### src/rtl/display7_scan_if.sv
// Bus bundle for the multiplexed 7-segment scanner: shadow-load inputs
// and the registered segment/anode/frame outputs.
interface display7_scan_if #(
    parameter int DIGITS = 8
);
    logic [4*DIGITS-1:0] iData;
    logic [DIGITS-1:0]   iBlank;
    logic                iLoad;
    logic [6:0]          oSeg;
    logic [DIGITS-1:0]   oAn;
    logic                oFrame;

    modport master (
        output iData, iBlank, iLoad,
        input  oSeg, oAn, oFrame
    );

    modport slave (
        input  iData, iBlank, iLoad,
        output oSeg, oAn, oFrame
    );
endinterface

### src/rtl/display7_scan.sv
// Multiplexed DIGITS-digit common-anode 7-segment scanner with shadow
// registers and per-digit blanking. Optional macro: LEADING_ZERO_BLANK_EN.
module display7_scan #(
    parameter int DIGITS   = 8,
    parameter int SCAN_DIV = 50000
) (
    input logic             iClk,
    input logic             iRst,
    display7_scan_if.slave  bus
);
    localparam int IDX_W = (DIGITS > 1) ? $clog2(DIGITS) : 1;
    localparam int PRE_W = (SCAN_DIV > 1) ? $clog2(SCAN_DIV) : 1;
    localparam logic [PRE_W-1:0] PRE_LAST = PRE_W'(SCAN_DIV - 1);
    localparam logic [IDX_W-1:0] IDX_LAST = IDX_W'(DIGITS - 1);

    function automatic logic [6:0] dec(input logic [3:0] v);
        logic [6:0] s;
        case (v)
            4'h0: s = 7'h40;
            4'h1: s = 7'h79;
            4'h2: s = 7'h24;
            4'h3: s = 7'h30;
            4'h4: s = 7'h19;
            4'h5: s = 7'h12;
            4'h6: s = 7'h02;
            4'h7: s = 7'h78;
            4'h8: s = 7'h00;
            4'h9: s = 7'h10;
            4'hA: s = 7'h08;
            4'hB: s = 7'h03;
            4'hC: s = 7'h46;
            4'hD: s = 7'h21;
            4'hE: s = 7'h06;
            default: s = 7'h0E;
        endcase
        return s;
    endfunction

    logic [PRE_W-1:0]    pre;
    logic [IDX_W-1:0]    idx;
    logic [4*DIGITS-1:0] sd;
    logic [DIGITS-1:0]   sb;
    logic [DIGITS-1:0]   lz;
    logic                tick;
    logic [3:0]          nib;
    logic                blank_sel;

    logic [6:0]          seg_p1;
    logic [DIGITS-1:0]   an_p1;
    logic                frame_p1;

    assign tick = (pre == PRE_LAST);

`ifdef LEADING_ZERO_BLANK_EN
    // Walk down from the top digit; digit 0 is never part of the zero run.
    always_comb begin : lz_scan
        logic zero_run;
        zero_run = 1'b1;
        lz = '0;
        for (int k = DIGITS - 1; k >= 1; k--) begin
            zero_run = zero_run & (sd[4*k +: 4] == 4'h0);
            lz[k] = zero_run;
        end
    end
`else
    assign lz = '0;
`endif

    always_comb begin
        nib = 4'h0;
        blank_sel = 1'b0;
        for (int k = 0; k < DIGITS; k++) begin
            if (idx == IDX_W'(k)) begin
                nib = sd[4*k +: 4];
                blank_sel = sb[k] | lz[k];
            end
        end
    end

    // ---- stage p1: scan counters, shadow capture, registered outputs ----
    always_ff @(posedge iClk) begin
        if (iRst) begin
            pre      <= '0;
            idx      <= '0;
            sd       <= '0;
            sb       <= '1;
            seg_p1   <= 7'h7F;
            an_p1    <= '1;
            frame_p1 <= 1'b0;
        end else begin
            if (tick) begin
                pre <= '0;
                idx <= (idx == IDX_LAST) ? '0 : idx + 1'b1;
            end else begin
                pre <= pre + 1'b1;
            end
            if (bus.iLoad) begin
                sd <= bus.iData;
                sb <= bus.iBlank;
            end
            seg_p1   <= blank_sel ? 7'h7F : dec(nib);
            an_p1    <= ~(DIGITS'(1) << idx);
            frame_p1 <= tick && (idx == IDX_LAST);
        end
    end

    assign bus.oSeg   = seg_p1;
    assign bus.oAn    = an_p1;
    assign bus.oFrame = frame_p1;
endmodule

### src/flat_wrapper.sv
// flat-port wrapper written by rule: the top's interface ports become plain ports
module display7_scan_flat 
#(
    parameter int DIGITS   = 8,
    parameter int SCAN_DIV = 50000
)
  (iClk, iRst, bus_iData, bus_iBlank, bus_iLoad, bus_oSeg, bus_oAn, bus_oFrame);
  display7_scan_if #(.DIGITS(DIGITS)) bus_i ();
  input logic iClk;
  input logic iRst;
  input wire logic [$bits(bus_i.iData)-1:0] bus_iData;
  input wire logic [$bits(bus_i.iBlank)-1:0] bus_iBlank;
  input wire logic [$bits(bus_i.iLoad)-1:0] bus_iLoad;
  output wire logic [$bits(bus_i.oSeg)-1:0] bus_oSeg;
  output wire logic [$bits(bus_i.oAn)-1:0] bus_oAn;
  output wire logic [$bits(bus_i.oFrame)-1:0] bus_oFrame;
  assign bus_i.iData = bus_iData;
  assign bus_i.iBlank = bus_iBlank;
  assign bus_i.iLoad = bus_iLoad;
  assign bus_oSeg = bus_i.oSeg;
  assign bus_oAn = bus_i.oAn;
  assign bus_oFrame = bus_i.oFrame;
  display7_scan #(.DIGITS(DIGITS), .SCAN_DIV(SCAN_DIV)) u_core (.iClk(iClk), .iRst(iRst), .bus(bus_i));
endmodule
### config.mk
export PLATFORM = sky130hd
export DESIGN_NAME = display7_scan_flat
export DESIGN_NICKNAME = d
export VERILOG_FILES = /design/src/rtl/display7_scan_if.sv /design/src/rtl/display7_scan.sv /design/src/flat_wrapper.sv
export SDC_FILE = /design/constraint.sdc
export NUM_CORES = 1
export LEC_CHECK = 0
export CORE_ASPECT_RATIO = 1.75
export CORE_UTILIZATION = 25
export CTS_BUF_LIST = sky130_fd_sc_hd__clkbuf_16
export DETAILED_ROUTE_END_ITERATION = 7
export PLACE_DENSITY_LB_ADDON = 0.2
export SLEW_MARGIN = 15
export SYNTH_ARGS = -nofsm -noshare
export SYNTH_HDL_FRONTEND = slang
export SYNTH_SLANG_ARGS = --single-unit
### constraint.sdc
create_clock -name iClk -period 2.9 [get_ports iClk]
set_input_delay 0.725 -clock iClk [delete_from_list [all_inputs] [get_ports iClk]]
set_output_delay 0.725 -clock iClk [all_outputs]
set_load 0.02 [all_outputs]
==> results.py <==
# Generated from Yosys and OpenROAD reports
metrics = {
    "run_status": {
        "outcome": "finished clean",
    },
    "synth": {
        "ys_seq_share": 0.430,
        "ys.warnings.count": 0,
        "yosys_area_um2": 3490,
        "synthTopCellsByArea": "dfxtp_1, mux2i_1, nor2_1, ha_1, nand2_1",
        "ff_type": "dfxtp_1",
    },
    "hold_path": {
        "hold_end": "u_core.pre[0]$_SDFF_PP0_",
    },
    "flow_run": {
        "drv_cap": 0,
    },
    "global_route": {
        "grt.busiest_layer": "met2",
        "grt_use_met1": 0.120,
        "grt_first_pass_wirelength_mm": 14.3,
    },
    "routing": {
        "ant_nets": 0,
        "drt-total-wl_mm": 8.91,
        "viasPerCell": 4.57,
    },
    "worst_setup_path": {
        "crit_chain": "ha_1 -> ha_1 -> or2_4 -> a221oi_1 -> o211ai_1 -> nand2_1 -> inv_1 -> ha_1 -> and3_1 -> a2111oi_1 -> a211oi_1",
        "end_kind": "flip-flop",
        "critPathTopFamily": "AND-OR/OR-AND gates",
        "reg2reg_from": "u_core.idx[0]$_SDFFE_PP0P_",
        "r2r_end": "u_core.bus.oSeg[3]$_SDFF_PP1_",
        "reg2reg_depth": 11,
        "cp_slowest_cell": "a2111oi_1",
        "worstPathArrival_ns": 2.93,
    },
    "finish": {
        "mostFrequentLayoutCell": "dfxtp_1",
        "drive_gt1_frac": 0.103,
        "mostFrequentLayoutCells": "dfxtp_1, nor2_1, clkdlybuf4s50_1",
        "final_core_utilization": 0.337,
    },
    "pwr": {
        "clkPwrFrac": 0.442,
        "internal_power_mw": 1.79,
        "vdd_drop_max_v": 0.000235,
        "power.static_leakage_nw": 1.80,
        "combinationalPowerShare": 0.096,
    },
    "timing": {
        "skew_ns": 0.00933,
        "period_used_share": 0.942,
        "hold_viol_final": 0,
        "fmax_ghz": 0.366,
    },
    "clock_network": {
        "post_cts_buffers": 0,
        "cts.reportedPaths.clkPinSlew_ns": 0.06,
        "cts_made_buffers": 9,
        "cts_tree": "done",
    },
    "floorplanning": {
        "die_w_um": 91.3,
    },
}
synth_stat cells, types with 2 or more instances:
cell type and number:
a31oi_1 2, clkbuf_1 12, o211ai_1 8, mux2i_1 37, nor2_1 61, o21ai_0 7
buf_4 2, buf_2 3, a32oi_1 2, nor4b_1 2, a211o_1 6, xnor2_1 4
xor2_1 10, a221oi_1 2, nand3_1 12, and3_1 4, mux2_1 2, nor2b_1 8
ha_1 13, inv_1 15, nand3b_1 5, dfxtp_1 75, nor3_1 6, a21oi_2 3
buf_6 5, o21a_1 3, nand2_1 30, a21oi_1 16, nand4_1 3, a221oi_2 2
power by group through the flow:
stage | combinational (mW) | sequential (mW) | clock (mW)
2_1_floorplan | 0.124 | 1.12 | 0
3_3_place_gp | 0.231 | 1.12 | 0
3_5_place_dp | 0.233 | 1.12 | 0
4_1_cts | 0.234 | 1.10 | 1.09
5_1_grt | 0.251 | 1.10 | 1.14
6_report | 0.229 | 1.10 | 1.05
final cells by class:
type	count	area (um^2)
Timing Repair Buffer	71	686
Clock buffer	9	225
Inverter	17	63.8
Multi-Input combinational cell	267	1800
Clock inverter	7	60.1
Tap cell	174	218
Fill cell	1415	8970
Sequential cell	75	1500
flip-flops by register name, indices dropped and copies added (netlist names):
signal	count
u_core.sd	32
u_core.bus.oAn	8
u_core.pre	16
u_core.bus.oFrame	1
u_core.idx	3
u_core.bus.oSeg	7
u_core.sb	8
how the worst max path moves through the flow:
stage / from / to / slack [ns] / depth (start not counted)
5_1_grt: u_core.idx[0]$_SDFFE_PP0P_ / u_core.bus.oSeg[3]$_SDFF_PP1_ / 0.04 / 11
6_report: u_core.idx[0]$_SDFFE_PP0P_ / u_core.bus.oSeg[3]$_SDFF_PP1_ / 0.17 / 11
4_1_cts: u_core.idx[0]$_SDFFE_PP0P_ / u_core.bus.oSeg[3]$_SDFF_PP1_ / 0.15 / 11
3_3_place_gp: u_core.idx[0]$_SDFFE_PP0P_ / u_core.bus.oSeg[3]$_SDFF_PP1_ / 0.25 / 10
2_1_floorplan: u_core.idx[2]$_SDFFE_PP0P_ / u_core.bus.oSeg[5]$_SDFF_PP1_ / 0.31 / 11
3_5_place_dp: u_core.idx[0]$_SDFFE_PP0P_ / u_core.bus.oSeg[3]$_SDFF_PP1_ / 0.17 / 11
layer usage:
layer  wire, um  part of all wire
met5          0                 0
met4        301             0.034
met3        277             0.031
met2       5040              0.57
met1       3290              0.37
through the flow:
step           area [um^2]  hold WS (ns)
2_1_floorplan         3490         0.418
3_3_place_gp          4260         0.442
3_5_place_dp          4260         0.447
4_1_cts               4550         0.464
5_1_grt               4550         0.486
6_report              4550         0.456
repair_timing:
action                                  in CTS  in global routing
endpoints found under the setup margin       0                  2
resized                                      0                  3
hold endpoints to repair                     0                  0
logic make-up after synthesis:
kind of cell	synth area share
and+or+nand+nor	0.188
DFF	0.430
AOI/OAI and AO/OA	0.128
muxes	0.116
buffers and inverters	0.0559
xor gates and xnor gates	0.0351
adders and majority gates	0.0466
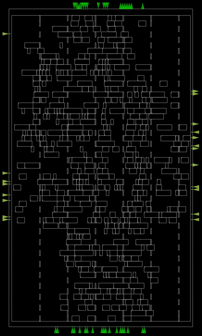
*Cell placement*
flop share of the area: 0.330
num sequential: 75
Tap Count: 174
row count: 56
non-filler cells, final: 620

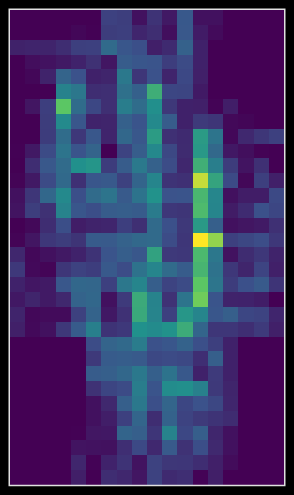
*Routed metal per tile*
Scale: 3 px per um. 18 x 32 tiles, from dark purple (low) to yellow (high), scaled to the fullest tile. Values are wire area over tile area, all layers added.
4.5% of the tiles are over half the peak. The emptiest ninth of the die: south-west. 26% of the tiles are nearly empty. The fullest tile reaches 0.56. The mean over all tiles is 0.097.
wire per inst: 14.4 um
vias: 2833

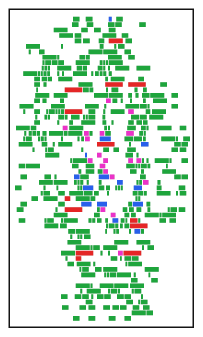
*Sizing map*
Scale: 2 px per um.
x3 and x4: in magenta, cells 19. x2: in blue, cells 14. x6 and larger: in red, cells 13. x1 and smaller: in green, cells 400.
layout overhead on the synthesized area: 30.5%
Plain + repair buffers: 71
Final Instance Area: 4550 um^2
final worst slack: 0.167 ns

Power figures rest on the tool's default switching activity, not on a simulated workload.
